<file path="config.mk">
export PLATFORM = sky130hd
export DESIGN_NAME = fair_bus_arbiter_flat
export DESIGN_NICKNAME = d
export VERILOG_FILES = /design/src/rtl/fair_bus_arbiter_if.sv /design/src/rtl/fair_bus_arbiter.sv /design/src/flat_wrapper.sv
export SDC_FILE = /design/constraint.sdc
export NUM_CORES = 1
export LEC_CHECK = 0
export CAP_MARGIN = 20
export CORE_ASPECT_RATIO = 0.9
export CORE_MARGIN = 5
export CORE_UTILIZATION = 30
export DETAILED_ROUTE_END_ITERATION = 12
export PLACE_DENSITY = 0.48
export SYNTH_ARGS = -nofsm -noshare
export SYNTH_HDL_FRONTEND = slang
export SYNTH_SLANG_ARGS = --single-unit
</file>
<file path="constraint.sdc">
create_clock -name clk -period 1.7 [get_ports clk]
set_input_delay 0.255 -clock clk [delete_from_list [all_inputs] [get_ports clk]]
set_output_delay 0.255 -clock clk [all_outputs]
set_load 0.03 [all_outputs]
</file>
<file path="src/rtl/fair_bus_arbiter_if.sv">
// Shared-bus arbitration signals between masters, slaves and the arbiter.
// The arbiter takes the slave modport; requesters and slaves take master.
interface fair_bus_arbiter_if;
    logic       m1_request;
    logic       m2_request;
    logic [1:0] m1_slave_sel;
    logic [1:0] m2_slave_sel;
    logic       trans_done;
    logic       slave_split;
    logic       m1_grant;
    logic       m2_grant;
    logic       arbiter_busy;
    logic [1:0] bus_grant;
    logic [1:0] slave_sel;
    logic       timeout_err;

    modport master (
        output m1_request, m2_request,
        output m1_slave_sel, m2_slave_sel,
        output trans_done, slave_split,
        input  m1_grant, m2_grant, arbiter_busy,
        input  bus_grant, slave_sel, timeout_err
    );

    modport slave (
        input  m1_request, m2_request,
        input  m1_slave_sel, m2_slave_sel,
        input  trans_done, slave_split,
        output m1_grant, m2_grant, arbiter_busy,
        output bus_grant, slave_sel, timeout_err
    );
endinterface

</file>
<file path="src/rtl/fair_bus_arbiter.sv">
// Two-master bus arbiter: fixed priority to master 1, a starvation guard
// for master 2, and a watchdog that bounds every tenure.
module fair_bus_arbiter #(
    parameter int unsigned TIMEOUT_CYCLES = 255,
    parameter int unsigned STARVE_LIMIT   = 4
) (
    input logic              clk,
    input logic              rst_n,
    fair_bus_arbiter_if.slave bus
);
    typedef enum logic [1:0] {
        IDLE = 2'd0,
        OWN1 = 2'd1,
        OWN2 = 2'd2
    } state_t;

    localparam logic [7:0] TO_LAST    = 8'(TIMEOUT_CYCLES - 1);
    localparam logic [3:0] STARVE_MAX = 4'(STARVE_LIMIT);

    state_t     state;
    logic [7:0] to_cnt;
    logic [3:0] starve_cnt;
    logic       m2_wins;
    logic       watchdog;
    logic       tenure_end;

    // Master 2 wins when alone or once master 1 has starved it long enough
    assign m2_wins    = bus.m2_request &&
                        (!bus.m1_request || starve_cnt == STARVE_MAX);
    assign watchdog   = to_cnt == TO_LAST;
    assign tenure_end = bus.trans_done || bus.slave_split || watchdog;

    always_ff @(posedge clk or negedge rst_n) begin
        if (!rst_n) begin
            state            <= IDLE;
            to_cnt           <= '0;
            starve_cnt       <= '0;
            bus.m1_grant     <= 1'b0;
            bus.m2_grant     <= 1'b0;
            bus.arbiter_busy <= 1'b0;
            bus.bus_grant    <= 2'd0;
            bus.slave_sel    <= 2'd0;
            bus.timeout_err  <= 1'b0;
        end else begin
            bus.timeout_err <= 1'b0;
            unique case (state)
                IDLE: begin
                    if (m2_wins) begin
                        state            <= OWN2;
                        to_cnt           <= '0;
                        starve_cnt       <= '0;
                        bus.m2_grant     <= 1'b1;
                        bus.arbiter_busy <= 1'b1;
                        bus.bus_grant    <= 2'd2;
                        bus.slave_sel    <= bus.m2_slave_sel;
                    end else if (bus.m1_request) begin
                        state            <= OWN1;
                        to_cnt           <= '0;
                        bus.m1_grant     <= 1'b1;
                        bus.arbiter_busy <= 1'b1;
                        bus.bus_grant    <= 2'd1;
                        bus.slave_sel    <= bus.m1_slave_sel;
                        if (bus.m2_request && starve_cnt != STARVE_MAX)
                            starve_cnt <= starve_cnt + 4'd1;
                    end
                end
                OWN1, OWN2: begin
                    if (tenure_end) begin
                        state            <= IDLE;
                        bus.m1_grant     <= 1'b0;
                        bus.m2_grant     <= 1'b0;
                        bus.arbiter_busy <= 1'b0;
                        bus.bus_grant    <= 2'd0;
                        bus.slave_sel    <= 2'd0;
                        // Only a watchdog-only release is an error
                        bus.timeout_err  <= !bus.trans_done &&
                                            !bus.slave_split;
                    end else begin
                        to_cnt <= to_cnt + 8'd1;
                    end
                end
                default: state <= IDLE;
            endcase
        end
    end
endmodule

</file>
<file path="src/flat_wrapper.sv">
// flat-port wrapper written by rule: the top's interface ports become plain ports
module fair_bus_arbiter_flat 
#(
    parameter int unsigned TIMEOUT_CYCLES = 255,
    parameter int unsigned STARVE_LIMIT   = 4
)
  (clk, rst_n, bus_m1_request, bus_m2_request, bus_m1_slave_sel, bus_m2_slave_sel, bus_trans_done, bus_slave_split, bus_m1_grant, bus_m2_grant, bus_arbiter_busy, bus_bus_grant, bus_slave_sel, bus_timeout_err);
  fair_bus_arbiter_if bus_i ();
  input logic clk;
  input logic rst_n;
  input wire logic [$bits(bus_i.m1_request)-1:0] bus_m1_request;
  input wire logic [$bits(bus_i.m2_request)-1:0] bus_m2_request;
  input wire logic [$bits(bus_i.m1_slave_sel)-1:0] bus_m1_slave_sel;
  input wire logic [$bits(bus_i.m2_slave_sel)-1:0] bus_m2_slave_sel;
  input wire logic [$bits(bus_i.trans_done)-1:0] bus_trans_done;
  input wire logic [$bits(bus_i.slave_split)-1:0] bus_slave_split;
  output wire logic [$bits(bus_i.m1_grant)-1:0] bus_m1_grant;
  output wire logic [$bits(bus_i.m2_grant)-1:0] bus_m2_grant;
  output wire logic [$bits(bus_i.arbiter_busy)-1:0] bus_arbiter_busy;
  output wire logic [$bits(bus_i.bus_grant)-1:0] bus_bus_grant;
  output wire logic [$bits(bus_i.slave_sel)-1:0] bus_slave_sel;
  output wire logic [$bits(bus_i.timeout_err)-1:0] bus_timeout_err;
  assign bus_i.m1_request = bus_m1_request;
  assign bus_i.m2_request = bus_m2_request;
  assign bus_i.m1_slave_sel = bus_m1_slave_sel;
  assign bus_i.m2_slave_sel = bus_m2_slave_sel;
  assign bus_i.trans_done = bus_trans_done;
  assign bus_i.slave_split = bus_slave_split;
  assign bus_m1_grant = bus_i.m1_grant;
  assign bus_m2_grant = bus_i.m2_grant;
  assign bus_arbiter_busy = bus_i.arbiter_busy;
  assign bus_bus_grant = bus_i.bus_grant;
  assign bus_slave_sel = bus_i.slave_sel;
  assign bus_timeout_err = bus_i.timeout_err;
  fair_bus_arbiter #(.TIMEOUT_CYCLES(TIMEOUT_CYCLES), .STARVE_LIMIT(STARVE_LIMIT)) u_core (.clk(clk), .rst_n(rst_n), .bus(bus_i));
endmodule
</file>
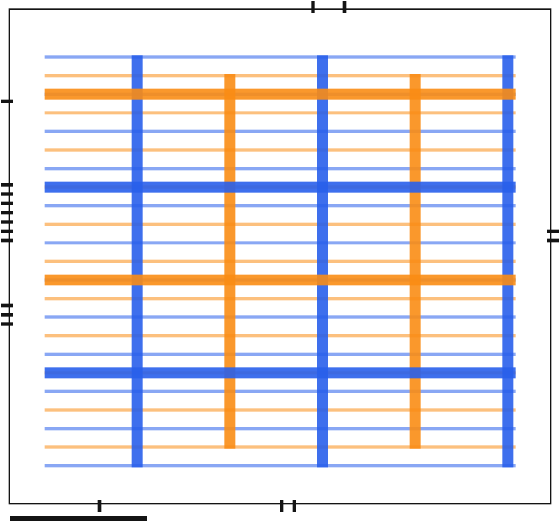
Fig. 1. PDN straps and rails.
Bar = 20 microns. Pins as bars on the die edge.
- blue: VSS
- orange: VDD
- met1 rails: 23
- rows: 22
- signal pins: 18
- met5 straps: 4
- met4 straps: 5
worst ir drop on vdd: 0.714 mV
area of the core: 4130 sq um
x dimension of the die: 79.1 microns

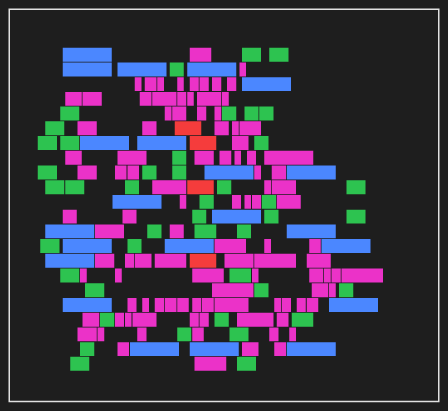
Fig. 2. Cells colored by class.
- magenta: remaining logic cells (cells 103; share of their area 45%)
- red: clock drivers and dummy loads (cells 4; share of their area 3.1%)
- green: remaining buffers and delay cells (cells 43; share of their area 21%)
- blue: registers (cells 22; share of their area 31%)
proportion of cell area occupied by registers: 29.6%
end-of-flow core utilization: 45.1%

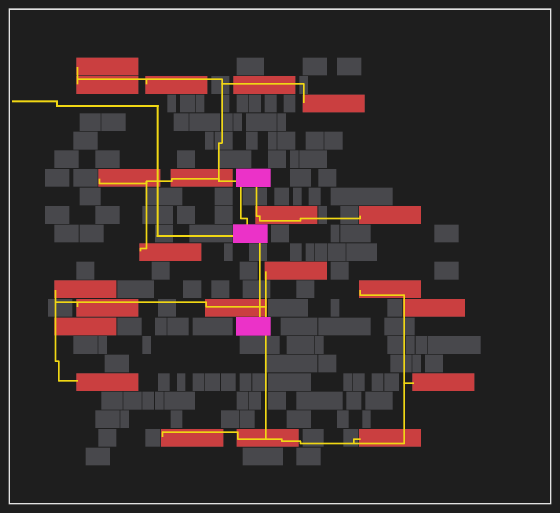
Fig. 3. Routed clock nets over the placement.
- red: flip-flops (count 22)
- magenta: clock-net drivers (count 3)
- yellow: clock wires (length 336 microns)
- routed clock nets: 4
share of total power in the clock network: 13.8%
worst clock skew: 7.92 ps
clock network power consumption: 0.392 mW

==> run notes <==
Purpose: to document the outcome of synthesis and place and route.

Floorplanning
The top-level port count is 18. According to the floorplan report, the total die area is 5710 sq um. The number of cell rows is 22.

Synthesis
The post-synth design cell area is 1290 sq um. Per the synthesis report, the single largest cell type by area occupies 42.7% of cell area. For reference, the top logic cell family by area is AND-OR/OR-AND gates.

The share of synthesized cell area in and-or and or-and compound cells is 25.1%. In the synthesized netlist, mux cells make up 3.11% of the area. The number of enable flip-flop cells is 0.

The number of register bits inferred by synthesis is 22. Per Yosys stat, the portion of area used by sequential elements is 42.7%. Of all cell types, the one taking the most synthesized area is dfrtp_1.

Per the synth stats, the proportion of register bits with asynchronous set or reset is 100%. For reference, full adder, half adder and majority cells occupy 5.83% of the area reported after synthesis. For reference, simple AND, OR, NAND and NOR cells occupy 18.7% of the area reported after synthesis. The count of cell types in the netlist is 44.

Clock tree
The clock transition at the registers of the reported paths is 90 ps. TritonCTS reports the number of clock sinks as 22. The TritonCTS clock tree is built. The root cell of the clock tree is clkbuf_8. The number of H-tree levels is 1.

Worst setup path
The worst setup path is launched from a flop. For this design, the slowest cell found on the critical path is or3b_4. The delay contributed by the slowest stage of the critical path is 440 ps.

The type of element capturing the critical path is a flop. The gate family responsible for the most delay along the worst path is simple AND/OR/NAND/NOR gates.

Global routing
The sum of overflow across all layers after global routing is 0. The first global-routing pass estimated 5640 microns of wire.

Place
The worst-case setup slack after placement is -89.4 ps. After detailed placement, the design holds a cell count of 214. The quantity of I/O buffers inserted on ports is 17. Detailed placement finished with a half-perimeter wire length of 2350 microns. The total cell area at the placement stage is 1690 sq um.

Detailed routing
The number of vias per cell after detailed routing is 5.27. The routed wire length is 3380 microns. The total iterations of the first detailed-routing run is 4. The total via count after detailed routing is 1159.

Job
The OpenROAD warning count is 31. In this run the maximum-capacitance check reported violations numbering 0.

Power
After layout, the design draws a total of 2.83 mW. The script extracted a net switching power of 1.17 mW. The power density over cell area is 1520 nW/um^2.

Final layout
The register with the most flip-flops in the layout has 8 of them. According to the finish report, the design has a final net count of 189. Of the cells placed in the final design, the portion with a size suffix greater than 1 is 29.7%. The diode insertion count for antenna repair is 0.

The signed area change from the synthesized netlist to the final layout is 44.4%.

Final timing
The least setup slack across all paths after layout is 51.9 ps. In this run the tightest slew margin relative to its limit is 78.2%. At the pin with the least slew margin, the transition time is 326 ps. Per the final report, max-transition violations number 0. The peak clock frequency supported by timing is 607 MHz. The tightest hold path in the finished design has a slack of 333 ps. Setup repair after global routing could not meet its margin everywhere.

Run status
The flow ran to the end, and the final reports show no timing, DRC or antenna violations.

Worst hold path
The class of the worst hold path is in2async.
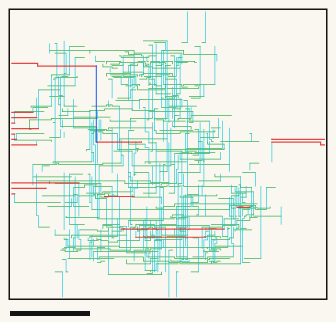
Fig. 4. Metal layers overlaid.
Bar = 20 microns.
- blue: M4 (wire length 19.0 microns)
- cyan: M2 (wire length 1530 microns)
- green: M1 (wire length 1660 microns)
- red: M3 (wire length 167 microns)

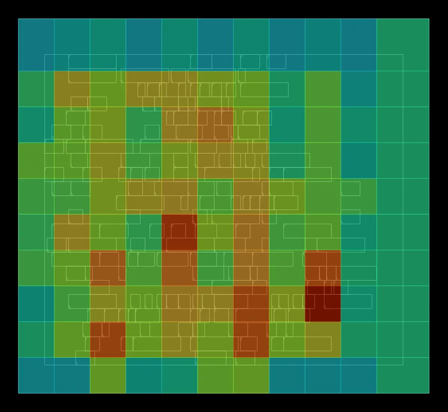
Fig. 5. Track usage over the die.
met3 routing resource usage after global routing: 2.61%
global-route track usage on met2: 19.3%
global-route layer with the greatest usage: met2
Total GRT Usage: 12.5%
final routed wire length divided by cell count: 15.4 microns

[layout make-up]
cell class,instances,area [sq um],share of cell area [%]
inverters,13,48.8,2.62
clock buffers,4,55.1,2.96
well taps,48,60.1,3.23
repair buffers,43,377,20.2
flip-flops and latches,22,551,29.6
multi-input cells,90,769,41.4
[Yosys cell counts (2+ instances only)]
cell       number
dfrtp_1        22
inv_1          13
nand2_1        11
o21ai_0         9
a31oi_1         7
ha_1            6
nand3_1         6
a21oi_1         4
mux2i_1         4
a21o_1          3
o2bb2ai_1       3
nand4_1         2
nor4_1          2
o211ai_1        2
o211ai_2        2
o31ai_1         2
or3_1           2
[metrics by stage]
stage               TNS, ps  utilization, %
finish                    0            45.1
floorplan                 0               -
detailed placement     -661            40.9
CTS                   -8.78            42.8
global route          -64.3            45.1
global placement       -414            40.9
[path summary, 6_finish.rpt]
path,slack [ps],startpoint,end,depth (start not counted)
worst min-delay path,330,rst_n,u_core.to_cnt[1]$_DFFE_PN0P_,2
worst max register to register,50,u_core.state[1]$_DFFE_PN0P_,u_core.to_cnt[6]$_DFFE_PN0P_,6
min in group clk,500,u_core.bus.bus_grant[1]$_DFFE_PN0P_,u_core.bus.bus_grant[1]$_DFFE_PN0P_,1
worst max-delay path,50,u_core.state[1]$_DFFE_PN0P_,u_core.to_cnt[6]$_DFFE_PN0P_,6
max in group asynchronous,1120,rst_n,u_core.bus.slave_sel[1]$_DFFE_PN0P_,2
worst min register to register,500,u_core.bus.bus_grant[1]$_DFFE_PN0P_,u_core.bus.bus_grant[1]$_DFFE_PN0P_,1
[timing repair]
| item | 4_1_cts | 5_1_grt |
|---|---|---|
| setup endpoints to repair | 9 | 17 |
| setup buffers | 1 | 1 |
| resized | 1 | 17 |
| pin swaps | 2 | 2 |
Power is estimated from default activity; no workload was simulated.
